### config.mk
export PLATFORM = sky130hd
export DESIGN_NAME = mcpu_fetch_unit_flat
export DESIGN_NICKNAME = d
export VERILOG_FILES = /design/src/rtl/mcpu_pkg.sv /design/src/rtl/mcpu_fetch_unit_if.sv /design/src/rtl/mcpu_fetch_fifo.sv /design/src/rtl/mcpu_fetch_unit.sv /design/src/flat_wrapper.sv
export SDC_FILE = /design/constraint.sdc
export NUM_CORES = 1
export LEC_CHECK = 0
export ABC_AREA = 1
export CAP_MARGIN = 20
export CORE_UTILIZATION = 52
export DETAILED_ROUTE_END_ITERATION = 10
export MAX_ROUTING_LAYER = met4
export PLACE_DENSITY_LB_ADDON = 0.15
export SETUP_SLACK_MARGIN = 0.1
export SLEW_MARGIN = 10
export SYNTH_ARGS = -nofsm -noshare
export SYNTH_HDL_FRONTEND = slang
export SYNTH_HIERARCHICAL = 1
export SYNTH_SLANG_ARGS = --single-unit
### constraint.sdc
create_clock -name clk -period 3.12 [get_ports clk]
set_clock_uncertainty 0.2 [all_clocks]
set_input_delay 0.624 -clock clk [delete_from_list [all_inputs] [get_ports clk]]
set_output_delay 0.624 -clock clk [all_outputs]
set_load 0.01 [all_outputs]
### src/rtl/mcpu_pkg.sv
// Shared MCPU definitions: default bus widths and the fetch FSM encoding.
// The RAM controller and decode stage import the same package.
package mcpu_pkg;

   localparam int DEF_WORD_SIZE  = 8;
   localparam int DEF_ADDR_WIDTH = 8;

   typedef enum logic [1:0] {
      ST_IDLE   = 2'd0,
      ST_FETCH  = 2'd1,
      ST_HALTED = 2'd2
   } fetch_state_e;

   // Occupancy counter width: one extra bit so "full" is representable.
   function automatic int cnt_width(input int depth);
      return $clog2(depth) + 1;
   endfunction

endpackage

### src/rtl/mcpu_fetch_unit_if.sv
// Fetch-to-decode handshake: head word, its address, valid/ready.
interface mcpu_fetch_unit_if
   import mcpu_pkg::*;
#(
   parameter int WORD_SIZE  = DEF_WORD_SIZE,
   parameter int ADDR_WIDTH = DEF_ADDR_WIDTH
);

   logic [WORD_SIZE-1:0]  instr_out;
   logic [ADDR_WIDTH-1:0] instr_pc;
   logic                  instr_valid;
   logic                  instr_ready;

   modport master (output instr_out, output instr_pc, output instr_valid, input instr_ready);
   modport slave  (input instr_out, input instr_pc, input instr_valid, output instr_ready);

endinterface

### src/rtl/mcpu_fetch_fifo.sv
// Prefetch FIFO with a registered head: the head register is loaded with the
// entry that will be at the front after this edge, and holds when the FIFO empties.
module mcpu_fetch_fifo
   import mcpu_pkg::*;
#(
   parameter int DATA_W = 16,
   parameter int DEPTH  = 4,
   localparam int PTR_W = $clog2(DEPTH),
   localparam int CNT_W = cnt_width(DEPTH)
) (
   input  logic              clk,
   input  logic              rst_n,
   input  logic              push,
   input  logic              pop,
   input  logic              flush,
   input  logic [DATA_W-1:0] din,
   output logic              full,
   output logic              empty,
   output logic [CNT_W-1:0]  count,
   output logic [DATA_W-1:0] head
);

   logic [DATA_W-1:0] mem_q [DEPTH];
   logic [PTR_W-1:0]  wr_ptr_q, wr_ptr_d;
   logic [PTR_W-1:0]  rd_ptr_q, rd_ptr_d;
   logic [CNT_W-1:0]  count_q, count_d;
   logic [DATA_W-1:0] head_q, head_d;
   logic              push_s, pop_s;

   assign full   = (count_q == CNT_W'(DEPTH));
   assign empty  = (count_q == {CNT_W{1'b0}});
   assign count  = count_q;
   assign head   = head_q;
   assign pop_s  = pop & ~empty & ~flush;
   assign push_s = push & (~full | pop_s) & ~flush;

   // Pointer/count update and look-ahead of the next head entry.
   always_comb begin
      wr_ptr_d = wr_ptr_q;
      rd_ptr_d = rd_ptr_q;
      count_d  = count_q;
      head_d   = head_q;
      if (flush) begin
         wr_ptr_d = {PTR_W{1'b0}};
         rd_ptr_d = {PTR_W{1'b0}};
         count_d  = {CNT_W{1'b0}};
      end else begin
         wr_ptr_d = push_s ? (wr_ptr_q + PTR_W'(1)) : wr_ptr_q;
         rd_ptr_d = pop_s  ? (rd_ptr_q + PTR_W'(1)) : rd_ptr_q;
         count_d  = count_q + CNT_W'(push_s) - CNT_W'(pop_s);
         if (count_d == {CNT_W{1'b0}}) begin
            head_d = head_q;
         end else if (push_s && (wr_ptr_q == rd_ptr_d)) begin
            head_d = din;
         end else begin
            head_d = mem_q[rd_ptr_d];
         end
      end
   end

   // Entry storage.
   always_ff @(posedge clk or negedge rst_n) begin
      if (!rst_n) begin
         for (int i = 0; i < DEPTH; i++) begin
            mem_q[i] <= {DATA_W{1'b0}};
         end
      end else if (push_s) begin
         mem_q[wr_ptr_q] <= din;
      end
   end

   // Pointer, count and head registers.
   always_ff @(posedge clk or negedge rst_n) begin
      if (!rst_n) begin
         wr_ptr_q <= {PTR_W{1'b0}};
         rd_ptr_q <= {PTR_W{1'b0}};
         count_q  <= {CNT_W{1'b0}};
         head_q   <= {DATA_W{1'b0}};
      end else begin
         wr_ptr_q <= wr_ptr_d;
         rd_ptr_q <= rd_ptr_d;
         count_q  <= count_d;
         head_q   <= head_d;
      end
   end

endmodule

### src/rtl/mcpu_fetch_unit.sv
// MCPU instruction fetch stage: owns the PC, captures the combinational RAM
// read into the prefetch FIFO and hands {word, pc} to decode.
module mcpu_fetch_unit
   import mcpu_pkg::*;
#(
   parameter int                    WORD_SIZE  = DEF_WORD_SIZE,
   parameter int                    ADDR_WIDTH = DEF_ADDR_WIDTH,
   parameter int                    FIFO_DEPTH = 4,
   parameter logic [ADDR_WIDTH-1:0] RESET_PC   = {ADDR_WIDTH{1'b0}}
) (
   input  logic                   clk,
   input  logic                   rst_n,
   input  logic                   start,
   input  logic                   halt,
   input  logic                   redirect,
   input  logic [ADDR_WIDTH-1:0]  redirect_addr,
   output logic [ADDR_WIDTH-1:0]  instraddr,
   input  logic [WORD_SIZE-1:0]   instrrd,
   mcpu_fetch_unit_if.master      dec_if,
   output logic                   fetching
);

   localparam int ENT_W = WORD_SIZE + ADDR_WIDTH;
   localparam int CNT_W = cnt_width(FIFO_DEPTH);

   fetch_state_e          state_q, state_d;
   logic [ADDR_WIDTH-1:0] pc_q, pc_d;
   logic                  fetching_q, fetching_d;
   logic                  push_s, pop_s, flush_s, room_s;
   logic                  full_s, empty_s;
   logic [CNT_W-1:0]      count_s;
   logic [ENT_W-1:0]      head_s;

   // A redirect discards the head, so decode's ready is ignored that cycle.
   assign pop_s  = ~empty_s & dec_if.instr_ready & ~redirect;
   assign room_s = ((count_s < CNT_W'(FIFO_DEPTH)) & ~full_s) | pop_s;

   // State, PC and status registers.
   always_ff @(posedge clk or negedge rst_n) begin
      if (!rst_n) begin
         state_q    <= ST_IDLE;
         pc_q       <= {ADDR_WIDTH{1'b0}};
         fetching_q <= 1'b0;
      end else begin
         state_q    <= state_d;
         pc_q       <= pc_d;
         fetching_q <= fetching_d;
      end
   end

   // Next-state: redirect beats halt and start.
   always_comb begin
      state_d = state_q;
      case (state_q)
         ST_IDLE:   state_d = (redirect || start) ? ST_FETCH : ST_IDLE;
         ST_FETCH:  state_d = redirect ? ST_FETCH : (halt ? ST_HALTED : ST_FETCH);
         ST_HALTED: state_d = redirect ? ST_FETCH : ST_HALTED;
         default:   state_d = ST_IDLE;
      endcase
   end

   // PC and FIFO control; PC only advances when its word is actually pushed.
   always_comb begin
      pc_d    = pc_q;
      push_s  = 1'b0;
      flush_s = 1'b0;
      case (state_q)
         ST_IDLE: begin
            if (redirect) begin
               pc_d    = redirect_addr;
               flush_s = 1'b1;
            end else if (start) begin
               pc_d = RESET_PC;
            end else begin
               pc_d = pc_q;
            end
         end
         ST_FETCH: begin
            if (redirect) begin
               pc_d    = redirect_addr;
               flush_s = 1'b1;
            end else if (halt) begin
               pc_d = pc_q;
            end else if (room_s) begin
               push_s = 1'b1;
               pc_d   = pc_q + ADDR_WIDTH'(1);
            end else begin
               pc_d = pc_q;
            end
         end
         ST_HALTED: begin
            if (redirect) begin
               pc_d    = redirect_addr;
               flush_s = 1'b1;
            end else begin
               pc_d = pc_q;
            end
         end
         default: begin
            pc_d    = {ADDR_WIDTH{1'b0}};
            flush_s = 1'b1;
         end
      endcase
      fetching_d = (state_d == ST_FETCH);
   end

   mcpu_fetch_fifo #(
      .DATA_W (ENT_W),
      .DEPTH  (FIFO_DEPTH)
   ) u_fifo (
      .clk   (clk),
      .rst_n (rst_n),
      .push  (push_s),
      .pop   (pop_s),
      .flush (flush_s),
      .din   ({instrrd, pc_q}),
      .full  (full_s),
      .empty (empty_s),
      .count (count_s),
      .head  (head_s)
   );

   assign instraddr          = pc_q;
   assign fetching           = fetching_q;
   assign dec_if.instr_out   = head_s[ADDR_WIDTH +: WORD_SIZE];
   assign dec_if.instr_pc    = head_s[ADDR_WIDTH-1:0];
   assign dec_if.instr_valid = ~empty_s;

endmodule
### src/flat_wrapper.sv
// flat-port wrapper written by rule: the top's interface ports become plain ports
module mcpu_fetch_unit_flat import mcpu_pkg::*;
#(
   parameter int                    WORD_SIZE  = DEF_WORD_SIZE,
   parameter int                    ADDR_WIDTH = DEF_ADDR_WIDTH,
   parameter int                    FIFO_DEPTH = 4,
   parameter logic [ADDR_WIDTH-1:0] RESET_PC   = {ADDR_WIDTH{1'b0}}
)
  (clk, rst_n, start, halt, redirect, redirect_addr, instraddr, instrrd, fetching, dec_if_instr_out, dec_if_instr_pc, dec_if_instr_valid, dec_if_instr_ready);
  mcpu_fetch_unit_if #(.WORD_SIZE(WORD_SIZE), .ADDR_WIDTH(ADDR_WIDTH)) dec_if_i ();
  input  logic clk;
  input  logic rst_n;
  input  logic start;
  input  logic halt;
  input  logic redirect;
  input  logic [ADDR_WIDTH-1:0] redirect_addr;
  output logic [ADDR_WIDTH-1:0] instraddr;
  input  logic [WORD_SIZE-1:0] instrrd;
  output logic fetching;
  output wire logic [$bits(dec_if_i.instr_out)-1:0] dec_if_instr_out;
  output wire logic [$bits(dec_if_i.instr_pc)-1:0] dec_if_instr_pc;
  output wire logic [$bits(dec_if_i.instr_valid)-1:0] dec_if_instr_valid;
  input wire logic [$bits(dec_if_i.instr_ready)-1:0] dec_if_instr_ready;
  assign dec_if_instr_out = dec_if_i.instr_out;
  assign dec_if_instr_pc = dec_if_i.instr_pc;
  assign dec_if_instr_valid = dec_if_i.instr_valid;
  assign dec_if_i.instr_ready = dec_if_instr_ready;
  mcpu_fetch_unit #(.WORD_SIZE(WORD_SIZE), .ADDR_WIDTH(ADDR_WIDTH), .FIFO_DEPTH(FIFO_DEPTH), .RESET_PC(RESET_PC)) u_core (.clk(clk), .rst_n(rst_n), .start(start), .halt(halt), .redirect(redirect), .redirect_addr(redirect_addr), .instraddr(instraddr), .instrrd(instrrd), .dec_if(dec_if_i), .fetching(fetching));
endmodule
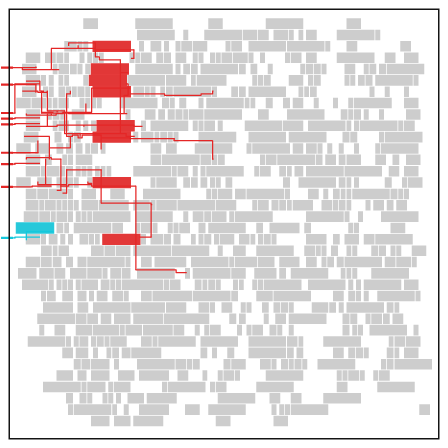
(run_1/port_trees.png)
red -> instraddr  # direction output, edge west, end cells 8, buffers 8, wire 518 microns
cyan -> fetching  # direction output, edge west, end cells 1, buffers 1, wire 15.3 microns
IO buf count: 47
IO Count: 48

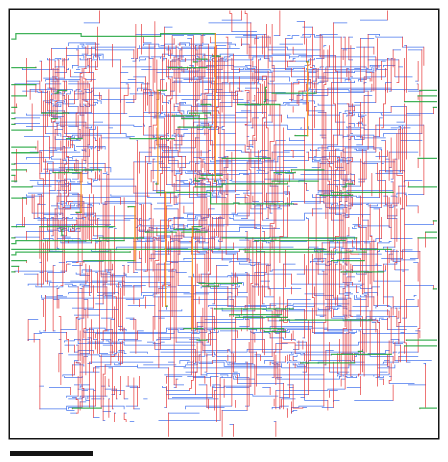
(run_1/layers.png)
Bar = 20 microns.
red -> M2  # wire length 6660 microns
blue -> M1  # wire length 5740 microns
green -> M3  # wire length 854 microns
orange -> M4  # wire length 150 microns

==> flow_summary.toml, run 1 <==
# implementation run metrics
[setup_path]
path_common_cell = "inv_2"
worst-r2r-setup-slack_ns = 0.02
path_depth = 21
max_stage_delay_ns = 0.46
arrival_ns = 3.20
critPathBufInv = 9
endpoint = "u_core/u_fifo/head[12]$_DFFE_PN0P_"
path_cells = "nor2_4 -> nand2_2 -> inv_2 -> inv_2 -> nand3_4 -> inv_4 -> inv_4 -> nor2_8 -> nand2_4 -> inv_4 -> ha_4 -> inv_2 -> ha_4 -> inv_2 -> fa_2 -> xnor2_4 -> a31oi_4 -> buf_6 -> buf_8 -> nand3_1 -> nand2_1"

[cts]
htreeDepth = 3

[global_routing]
grt_antenna_before_repair = 0
use_met1_pct = 34.1
gr-usage-met3_pct = 3.59
met2_usage_pct = 44.7

[pwr]
power_frac_seq_pct = 44.6
p_leak_nw = 2.98
power_frac_comb_pct = 36.4

[yosys]
ys_cells = 640
synth_top_area_share_pct = 46.7
ys_seq_share_pct = 46.7
top_cells_by_count = "215 x nand2_1, 108 x nand3_1, 98 x dfrtp_1, 64 x o21a_1, 44 x inv_1"
fa_ha_area_share_pct = 2.05
async_reset_ff_share_pct = 100
synthCells = 640

[finish]
largest_register = "u_core/u_fifo/mem_q"
comb_area_share_pct = 39.9
final_cell_mix = "214 x nand2_1, 98 x nand3_1, 97 x dfrtp_1"
clk_share_pct = 2.99
diodes = 0
layoutNonFillerInstCount = 845
seq_area_sq_um = 2450
logic_area_sq_um = 2580
top_area_cell_class = "combinational gates"
drive_above_1_share_pct = 16.0
inverters_excl_clock = 50
area_growth_pct = 23.3

[routing]
dr_wl_met2_microns = 6660
wl_met1_microns = 5740
drc = 0
ant_nets = 0
routed_via_density = 5.46
wl_microns = 13400

[placed_design]
place_hpwl_microns = 8270
dp_cells = 817

[outcome]
status = "complete, no violations"

[hold_path]
hp-class = "input pin to async pin"

[timing]
layout_min_cycle_time_ns = 3.10

[die]
n_tap_cell = 133
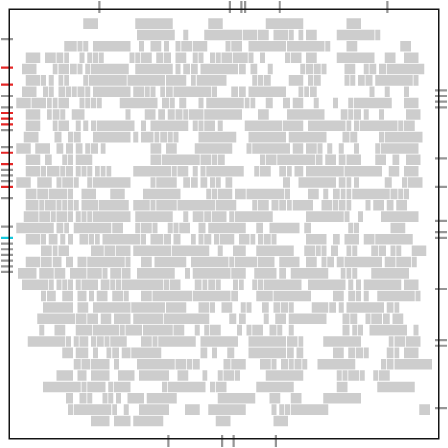
(run_1/pinout.png)
Pins as bars across the die edge, other pins in gray.
red -> instraddr  # pins 8, direction output, edge west
cyan -> fetching  # pins 1, direction output, edge west
Die Width: 103 microns
Die Y-Extent: 103 microns

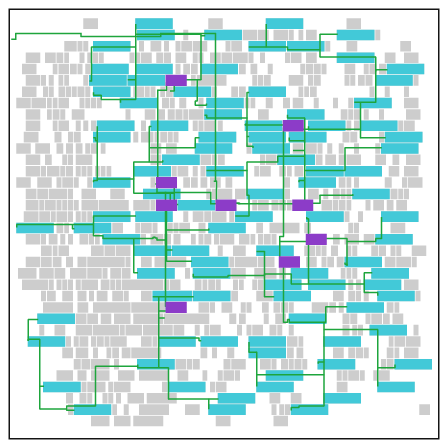
(run_1/clock_wires.png)
cyan -> flip-flops  # count 98
purple -> clock-net drivers  # count 9
green -> clock wires  # length 1140 microns
flops lie = widely spread
Clock Latency Late Sink: 0.35 ns
Clock group: 0.819 mW
Clock power frac: 18.9%

==> run 2: changes to the inputs <==
--- a/config.mk
+++ b/config.mk
@@ -9,6 +9,7 @@
 export CAP_MARGIN = 20
 export CORE_UTILIZATION = 52
 export DETAILED_ROUTE_END_ITERATION = 10
+export GPL_TIMING_DRIVEN = 0
 export MAX_ROUTING_LAYER = met4
 export PLACE_DENSITY_LB_ADDON = 0.15
 export SETUP_SLACK_MARGIN = 0.1
==> run 2 against run 1 <==
Net effect: sequential share of layout area down 0.43 points; synthesized cell count stayed put; register-to-register slack better by 0.02 ns; wire length grew 6.7%; via count rose by 3.4%; sequential power about the same; clock power is 3.2% higher; area after synthesis stayed put; die area is the same; critical path type unchanged; critical endpoint is now u_core/u_fifo/head[13]$_DFFE_PN0P_.
==> flow_summary.toml, run 2 <==
# implementation run metrics
[outcome]
status = "complete, no violations"

[setup_path]
arrival_ns = 3.14
critical_path_class = "register to register"
max_stage_delay_ns = 0.46
path_depth = 21
worst-r2r-setup-slack_ns = 0.04
endpoint = "u_core/u_fifo/head[13]$_DFFE_PN0P_"
path_max_fanout = 5
path_common_cell = "inv_4"
critPathBufInv = 10
path_cells = "nor2_4 -> nand2_4 -> inv_4 -> inv_4 -> nand3_4 -> inv_4 -> inv_4 -> nor2_8 -> nand2_4 -> inv_4 -> ha_4 -> inv_2 -> ha_4 -> inv_2 -> fa_2 -> a31oi_4 -> buf_12 -> inv_12 -> buf_16 -> nand2_4 -> nand2_2"

[die]
fp_util_pct = 53.8
n_tap_cell = 133
ioPinCount = 48
std_cell_rows = 36
die_h_microns = 103
die_w_microns = 103

[finish]
diodes = 0
largest_register = "u_core/u_fifo/mem_q"
seq_area_sq_um = 2450
comb_area_share_pct = 40.3
layoutNonFillerInstCount = 857
top_area_cell_class = "combinational gates"
logic_area_sq_um = 2640
clk_share_pct = 3.09
final_cell_mix = "192 x nand2_1, 104 x nand3_1, 97 x dfrtp_1"
multi_input_comb_cells = 463
area_growth_pct = 24.7
layout_top_cell = "nand2_1"
inverters_excl_clock = 49
drive_above_1_share_pct = 19.1

[cts]
htreeDepth = 3
tritoncts = "built"
clock_latency_ns = 0.36

[pwr]
power_frac_seq_pct = 43.6
power_frac_comb_pct = 37.4
clock_power_mw = 0.845
sequentialPower_mw = 1.95
p_leak_nw = 3.03
clkPwrFrac_pct = 18.9

[yosys]
synth_nets = 670
xor_share_pct = 0.667
synth_area_sq_um = 5260
synthCells = 640
top_cells_by_count = "215 x nand2_1, 108 x nand3_1, 98 x dfrtp_1, 64 x o21a_1, 44 x inv_1"
avgSynthCellArea_sq_um = 8.21
ys_cells = 640
async_reset_ff_share_pct = 100
fa_ha_area_share_pct = 2.05
mux_share_pct = 0
synth_top_area_share_pct = 46.7
ys_seq_share_pct = 46.7
top_logic_kind = "simple AND/OR/NAND/NOR gates"
ys.flop_type = "dfrtp_1"

[timing]
worstMarginPinSlew_ns = 0.644
layout_min_cycle_time_ns = 3.08

[global_routing]
grt_pass1_vias = 4703
grt_antenna_before_repair = 0
top_usage_layer = "met2"
grt_pass1_wl_microns = 22800
use_met1_pct = 36.4
gr-usage-met3_pct = 4.00
met2_usage_pct = 49.6

[routing]
dr_total_vias = 4770
dr_wl_met3_microns = 988
wl_met1_microns = 5810
ant_nets = 0
routed_via_density = 5.57
drc = 0
dr_wl_met2_microns = 7070
drt_iter0_markers = 360
wl_microns = 14300

[placed_design]
dp_cells = 821
place_hpwl_microns = 9180
port_buffers = 47

[hold_path]
hp-class = "input pin to async pin"
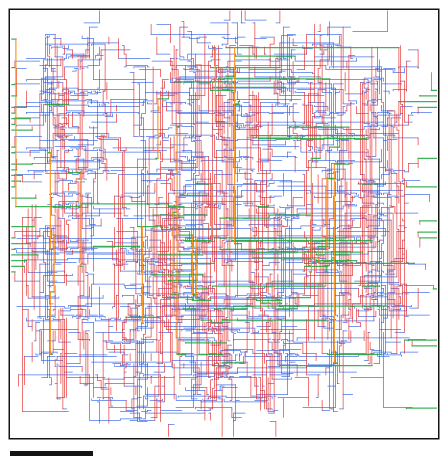
(run_2/layers.png)
Bar = 20 microns.
orange -> M4  # wire length 425 microns
green -> M3  # wire length 989 microns
red -> M2  # wire length 7070 microns
blue -> M1  # wire length 5810 microns

Power is estimated from default activity; no workload was simulated.
